--- src/rtl/fifo_pkg.sv ---
// Shared FIFO constants and pointer type for the same-clock and dual-clock FIFO models.
package fifo_pkg;

  localparam int FIFO_DSIZE_DEF     = 8;
  localparam int FIFO_ASIZE_DEF     = 4;
  localparam int FIFO_AFULL_TH_DEF  = 2**FIFO_ASIZE_DEF - 2;
  localparam int FIFO_AEMPTY_TH_DEF = 2;

  // Binary pointer for the default depth: the extra MSB is the wrap bit.
  typedef logic [FIFO_ASIZE_DEF:0] fifo_ptr_t;

endpackage

--- src/rtl/fifo_mem.sv ---
// FIFO storage array: one synchronous write port, one asynchronous read port.
module fifo_mem
  import fifo_pkg::*;
#(
  parameter int DSIZE = FIFO_DSIZE_DEF,
  parameter int ASIZE = FIFO_ASIZE_DEF
) (
  input  logic             clk,
  input  logic             we_i,
  input  logic [ASIZE-1:0] waddr_i,
  input  logic [DSIZE-1:0] wdata_i,
  input  logic [ASIZE-1:0] raddr_i,
  output logic [DSIZE-1:0] rdata_o
);

  logic [DSIZE-1:0] mem_q [2**ASIZE];

  always_ff @(posedge clk) begin
    if (we_i) begin
      mem_q[waddr_i] <= wdata_i;
    end
  end

  assign rdata_o = mem_q[raddr_i];

endmodule

--- src/rtl/sync_fifo.sv ---
// Single-clock FIFO with occupancy count, threshold flags and sticky error flags.
// Define SYNC_FIFO_FWFT_EN for first-word-fall-through; otherwise rdata is registered.
module sync_fifo
  import fifo_pkg::*;
#(
  parameter int DSIZE     = FIFO_DSIZE_DEF,
  parameter int ASIZE     = FIFO_ASIZE_DEF,
  parameter int AFULL_TH  = 2**ASIZE - 2,
  parameter int AEMPTY_TH = FIFO_AEMPTY_TH_DEF
) (
  input  logic             clk,
  input  logic             rst,
  input  logic             winc,
  input  logic [DSIZE-1:0] wdata,
  input  logic             rinc,
  output logic [DSIZE-1:0] rdata,
  output logic             wfull,
  output logic             rempty,
  output logic             wafull,
  output logic             raempty,
  output logic [ASIZE:0]   count,
  output logic             overflow,
  output logic             underflow
);

  typedef logic [ASIZE:0] ptr_t;

  localparam ptr_t AFULL_C  = ptr_t'(AFULL_TH);
  localparam ptr_t AEMPTY_C = ptr_t'(AEMPTY_TH);

  ptr_t             wptr_q, wptr_d;
  ptr_t             rptr_q, rptr_d;
  logic             ovf_q, ovf_d;
  logic             udf_q, udf_d;
  logic             wr_acc, rd_acc;
  logic [DSIZE-1:0] mem_rdata;

  // A write into a full FIFO is refused even when a read frees a slot on the same edge.
  always_comb begin
    wr_acc = winc & ~wfull;
    rd_acc = rinc & ~rempty;
    wptr_d = wptr_q + ptr_t'(wr_acc);
    rptr_d = rptr_q + ptr_t'(rd_acc);
    ovf_d  = ovf_q | (winc & wfull);
    udf_d  = udf_q | (rinc & rempty);
  end

  always_ff @(posedge clk) begin
    if (rst) begin
      wptr_q <= '0;
      rptr_q <= '0;
      ovf_q  <= 1'b0;
      udf_q  <= 1'b0;
    end else begin
      wptr_q <= wptr_d;
      rptr_q <= rptr_d;
      ovf_q  <= ovf_d;
      udf_q  <= udf_d;
    end
  end

  fifo_mem #(
    .DSIZE(DSIZE),
    .ASIZE(ASIZE)
  ) u_mem (
    .clk    (clk),
    .we_i   (wr_acc & ~rst),
    .waddr_i(wptr_q[ASIZE-1:0]),
    .wdata_i(wdata),
    .raddr_i(rptr_q[ASIZE-1:0]),
    .rdata_o(mem_rdata)
  );

  // Modulo subtraction keeps count correct across any number of pointer wraps.
  assign count     = wptr_q - rptr_q;
  assign rempty    = (wptr_q == rptr_q);
  assign wfull     = (wptr_q[ASIZE-1:0] == rptr_q[ASIZE-1:0]) &&
                     (wptr_q[ASIZE] != rptr_q[ASIZE]);
  assign wafull    = (count >= AFULL_C);
  assign raempty   = (count <= AEMPTY_C);
  assign overflow  = ovf_q;
  assign underflow = udf_q;

`ifdef SYNC_FIFO_FWFT_EN
  assign rdata = rempty ? '0 : mem_rdata;
`else
  logic [DSIZE-1:0] rdata_q;

  always_ff @(posedge clk) begin
    if (rst) begin
      rdata_q <= '0;
    end else if (rd_acc) begin
      rdata_q <= mem_rdata;
    end
  end

  assign rdata = rdata_q;
`endif

endmodule

--- config.mk ---
export PLATFORM = sky130hd
export DESIGN_NAME = sync_fifo
export DESIGN_NICKNAME = d
export VERILOG_FILES = /design/src/rtl/fifo_pkg.sv /design/src/rtl/fifo_mem.sv /design/src/rtl/sync_fifo.sv
export SDC_FILE = /design/constraint.sdc
export NUM_CORES = 1
export LEC_CHECK = 0
export ABC_AREA = 1
export CAP_MARGIN = 10
export CORE_MARGIN = 2
export CORE_UTILIZATION = 34
export DETAILED_ROUTE_END_ITERATION = 16
export GPL_TIMING_DRIVEN = 1
export RECOVER_POWER = 50
export SLEW_MARGIN = 0
export SYNTH_ARGS = -nofsm -noshare
export SYNTH_HDL_FRONTEND = slang
export SYNTH_SLANG_ARGS = --single-unit
--- constraint.sdc ---
create_clock -name clk -period 2.8 [get_ports clk]
set_input_delay 0.28 -clock clk [delete_from_list [all_inputs] [get_ports clk]]
set_output_delay 0.28 -clock clk [all_outputs]
set_load 0.02 [all_outputs]
==> results.txt, run 1 <==
Flop share of the area = 55.0%
P_leak = 3.18 nW
Post-synthesis sequential area ratio = 65.4%
Syn. warnings = 0
Fin crit share = 94.0%
RSZ-0062 raised after global routing = false
1st-pass router iterations = 4
Worst Tran Pin Value = 776 ps
Non-clock inverters = 102
Pwr Density = 764 mW/mm2
Seq_cells = 148
CTS HTree Levels = 4
Yosys chip area = 0.00649 mm2
Synthesized cell area = 0.00649 mm2
I/O Buffers = 30
Layout cells sized above 1 = 10.1%
Ports = 31
Yosys stat cell total = 634
Hold path cells = 2
Final slew viol count = 0
Post-synth regs = 148
F_max = 380 MHz
Fin Clk Skew = 5.75 ps
Cell row count = 50
CP Launch Type = register
NonClk Buf Share = 6.33%
Post-CTS Setup Inserts = 0
Status = completed
CTS tree = yes
Crit-path max FO = 10
[run 1: cells in the mapped netlist, drive strengths merged]
| cell type | number | area (um2) |
|---|---|---|
| a21oi | 25 | 129 |
| inv | 101 | 379 |
| nand2 | 172 | 666 |
| nor3 | 1 | 16.3 |
| xnor2 | 2 | 17.5 |
| ha | 8 | 100 |
| o21ai | 12 | 60.1 |
| dfxtp | 20 | 400 |
| fa | 1 | 20.0 |
| nand3 | 98 | 500 |
| clkinv | 1 | 3.75 |
| a21boi | 1 | 18.8 |
| clkbuf | 1 | 3.75 |
| nor2 | 36 | 155 |
| edfxtp | 128 | 3840 |
| buf | 24 | 148 |
| nor3b | 1 | 7.51 |
| xor2 | 2 | 17.5 |
[run 1: cell usage in the layout (no fill, tap or decap), types with 2 or more instances in the layout]
master and instances:
nor2_4 2, xor2_1 2, edfxtp_1 128, clkinvlp_4 3, clkdlybuf4s50_1 9, nor2_2 2, nand2_2 4, bufinv_16 4
clkinv_1 2, o21ai_1 8, clkbuf_1 4, xnor2_1 2, nand3_2 2, dlygate4sd3_1 18, inv_2 4, buf_4 25
clkbuf_16 17, o21ai_0 4, ha_1 8, a21oi_1 24, nand3_1 96, inv_1 97, nand2_1 167, nor2_1 32
clkinv_2 2, dfxtp_1 19
[run 1: sequential cells by signal, summed over array words and instances (netlist names)]
| register | flops |
|---|---|
| overflow | 1 |
| underflow | 1 |
| rdata | 8 |
| rptr_q | 5 |
| wptr_q | 5 |
| u_mem.mem_q | 128 |
[run 1: per-layer routing]
layer,GRT usage (%),vias up
met3,4.04,21
met1,20.4,2056
li1,-,2173
met5,0,-
met4,6.00,0
met2,25.4,103
[run 1: cell families after synthesis]
group	Yosys count
AOI/OAI and AO/OA	38
xor gates and xnor gates	4
adders and majority gates	9
buffers and inverters	127
DFF	148
and+or+nand+nor	308
[run 1: what timing repair did]
| item | in CTS | in global routing |
|---|---|---|
| hold endpoints to repair | 0 | 0 |
| gates resized | 2 | 3 |
| pin swaps | 0 | 0 |
| hold buffers | 0 | 0 |
| setup endpoints to repair | 2 | 2 |
| cloned | 0 | 0 |
[run 1: power by group]
group | total (mW) | internal, mW | switching (mW)
registers | 2.48 | 2.45 | 0.0353
clock network | 2.35 | 1.51 | 0.844
logic | 1.06 | 0.350 | 0.708
[run 1: metrics by stage]
stage               total power, mW  hold slack, ps  utilization (%)  area [um2]  setup slack (ps)
detailed placement             3.63             444             38.0        7120               338
global route                   6.15             480             41.2        7710              2.37
floorplan                      3.25             379                -        6490               434
CTS                            5.97             452             41.3        7720               104
global placement               3.62             438             38.0        7120               356
finish                         5.89             445             41.2        7710               167
[run 1: path summary, 6_finish.rpt]
path / from / end / slack [ps]
max: rptr_q[2] / wfull / 170
min: overflow / overflow / 440
max reg2reg: rptr_q[2] / u_mem.mem_q[0][0] / 420
min reg2reg: overflow / overflow / 440
[run 1: worst max-delay path, stage by stage (launching register included)]
cell and delay (ps):
dfxtp_1 350, inv_2 110, ha_1 380, nand2_1 110, nor2_4 110, inv_1 80, nor2_4 150, clkdlybuf4s50_1 630
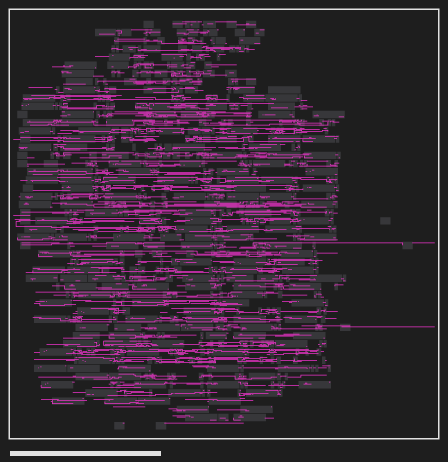
Fig. 1. Signal wires on met1 (run 1).
The bar under the picture is 50 um long. Cells faint in the background.
wire length on this layer = 6770 um
nets with wire on the layer = 666
vias: 4353
grt met1 use: 20.4%
drt total wl: 14900 um

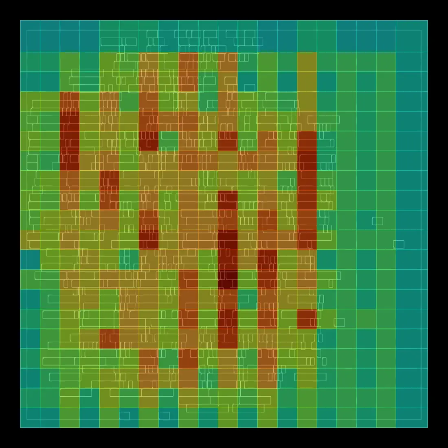
Fig. 2. Routing congestion map (run 1).
post-layout util: 41.2%
gr busiest metal: met2
met3 Usage GRT: 4.04%
GR Layer Usage met2: 25.4%

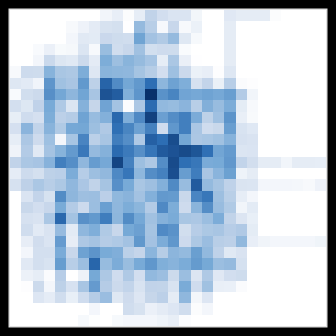
Fig. 3. Routed metal per tile (run 1).
The die is cut into 28 by 28 equal tiles; white is low, dark blue is high, scaled to the fullest tile. Values are wire area over tile area, all layers added.
tiles over half the peak = 15%
fullest tile = 0.50
densest ninth of the die = middle
Total GRT Usage: 15.7%
post-DR wirelength/cell: 16.1 um

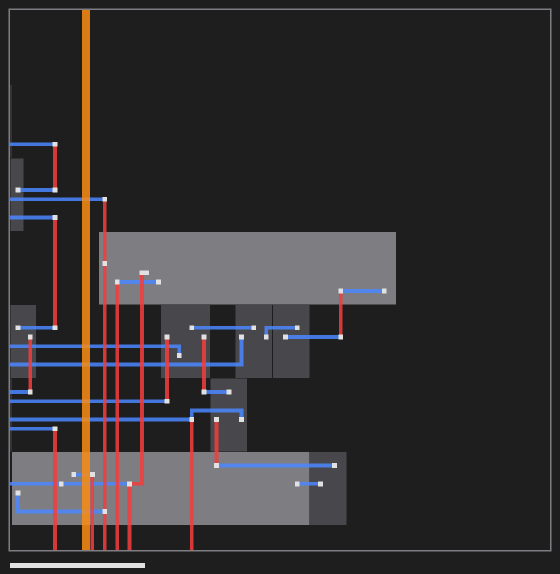
Fig. 4. Zoomed window (run 1).
The bar under the picture is 5 um long. Window x 97 to 117, y 97 to 117 um. Cells in gray, sequential cells in the stronger gray; small squares are vias.
M1 -> blue
M2 -> red
M4 -> orange
netlist names of flops here include = `u_mem.mem_q` (2)
sequential cells in the window = 2
cells with their middle in the window = 8

==> run 2, diff against run 1 <==
- CORE_UTILIZATION: 34 -> 35
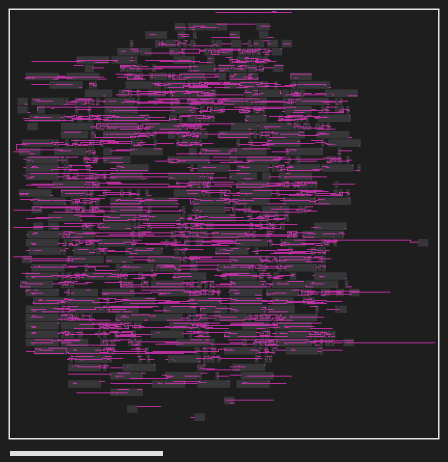
Fig. 5. Signal wires on met1 (run 2).
The bar under the picture is 50 um long. Cells faint in the background.
wire length on this layer = 6590 um
nets with wire on the layer = 667
main direction = horizontal
share of all routed wire = 44%
drt total wl: 15100 um
vias: 4384
grt met1 use: 21.7%

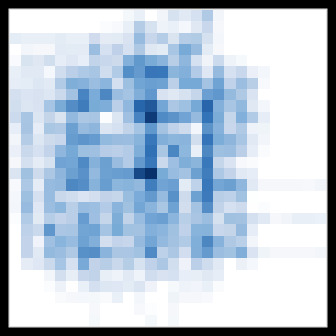
Fig. 6. Routed metal per tile (run 2).
The die is cut into 28 by 28 equal tiles; white is low, dark blue is high, scaled to the fullest tile. Values are wire area over tile area, all layers added.
nearly empty tiles = 32%
tiles over half the peak = 11%
mean over tiles = 0.12
Total GRT Usage: 16.1%
post-DR wirelength/cell: 16.2 um

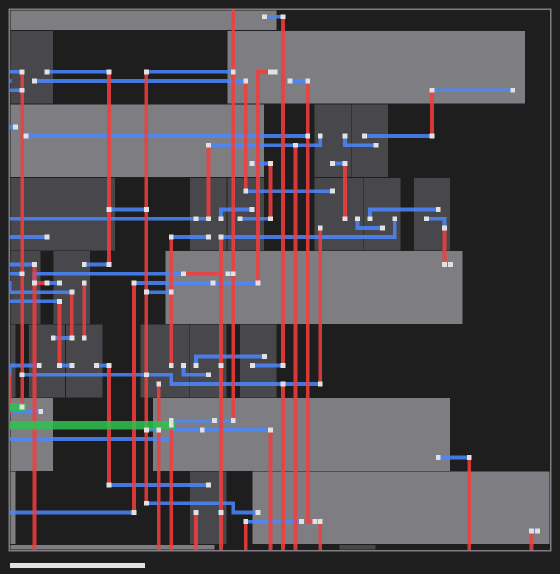
Fig. 7. Zoomed window (run 2).
The bar under the picture is 5 um long. Window x 95 to 115, y 95 to 115 um. Cells in gray, sequential cells in the stronger gray; small squares are vias.
M1 -> blue
M3 -> green
M2 -> red
sequential cells in the window = 5
netlist names of flops here include = `u_mem.mem_q` (5)
most frequent = nand2_1 (8), inv_1 (5), edfxtp_1 (5)
cells with their middle in the window = 21

==> run 2 against run 1 <==
Combinational power about the same. Sequential share of layout area decreased by 0.071 points. Cell count decreased by 0.32%. Fmax decreased by 1.2%. Largest cell class unchanged. Setup slack got worse by 32 ps. Sequential power about the same.
==> results.txt, run 2 <==
Post-CTS Setup Inserts = 0 (unchanged)
Fin crit share = 95.2% (was 94.0%)
Pwr Density = 760 mW/mm2 (was 764 mW/mm2)
Flop pwr share = 42.3% (was 42.2%)
Slowest stage delay, CP = 660 ps (was 630 ps)
Most common reg cell = edfxtp_1 (unchanged)
Net Sw Frac = 27.1% (was 26.9%)
Yosys stat cell total = 634 (unchanged)
Biggest register = u_mem.mem_q (unchanged)
Worst R2R End = u_mem.mem_q[0][4] (was u_mem.mem_q[0][0])
Ports = 31 (unchanged)
Asr flop ratio synth = 0% (unchanged)
Cell row count = 49 (was 50)
Crit Reg-Reg Startpoint = rptr_q[2] (unchanged)
Status = completed (unchanged)
F_max = 375 MHz (was 380 MHz)
Pint = 4.28 mW (was 4.31 mW)
Met3 Usage GRT = 3.15% (was 4.04%)
Cell type with the largest total area = edfxtp_1 (unchanged)
Most frequent cell after synthesis = nand2_1 (unchanged)
Synthesized cell area = 0.00649 mm2 (unchanged)
Post-synth regs = 148 (unchanged)
[run 2: metal layers]
layer	routed length, um	share of wire, %
met5	0	0
met4	290	1.9
met3	978	6.5
met2	7200	48
met1	6590	44
[run 2: how the worst min path moves through the flow]
stage	startpoint	to	slack, ps	cells past startpoint
3_3_place_gp	overflow	overflow	440	2
2_1_floorplan	wdata[0]	u_mem.mem_q[0][0]	380	0
6_report	overflow	overflow	440	2
5_1_grt	overflow	overflow	470	2
3_5_place_dp	overflow	overflow	440	2
4_1_cts	winc	overflow	450	3
[run 2: what timing repair did]
item	CTS	global route
endpoints found under the setup margin	2	2
gates resized	2	4
gates cloned	0	0
[run 2: power by group through the flow]
stage	clock (mW)	combinational [mW]	sequential, mW
2_1_floorplan	0	0.692	2.56
3_3_place_gp	0	1.07	2.53
3_5_place_dp	0	1.08	2.53
4_1_cts	2.38	1.08	2.49
5_1_grt	2.48	1.16	2.49
6_report	2.35	1.04	2.48
[run 2: kinds of logic after synthesis]
group,count (synthesis)
buf+inv,127
simple gates,308
fa+ha+maj,9
flops,148
compound gates,38
xor+xnor,4
[run 2: worst max-delay path: cells and delay by family, from the launching register on]
| kind | cells | cell delay [ps] |
|---|---|---|
| buffers and inverters | 3 | 830 |
| adders and majority gates | 2 | 540 |
| DFF | 1 | 350 |
| xor gates and xnor gates | 1 | 240 |
[run 2: area by class of cell]
class	instances	area, um2
Sequential cell	148	4250
Multi-Input combinational cell	359	1690
Clock buffer	18	429
Timing Repair Buffer	57	499
Fill cell	1671	10400
Clock inverter	14	186
Tap cell	229	287
Inverter	102	383
[run 2: stage by stage]
step                      total power [mW]  instance area, um2  hold WS [ps]  setup WS [ps]  utilization [%]
after floorplan                       3.25                6490           379            434                -
after global placement                3.60                7130           437            323             39.4
after detailed placement              3.61                7130           441            315             39.4
after CTS                             5.94                7740           445           88.6             42.8
after global routing                  6.13                7720           472           14.4             42.7
final                                 5.87                7720           442            134             42.7
No activity file was given, so power comes from the tool's default toggle rates.
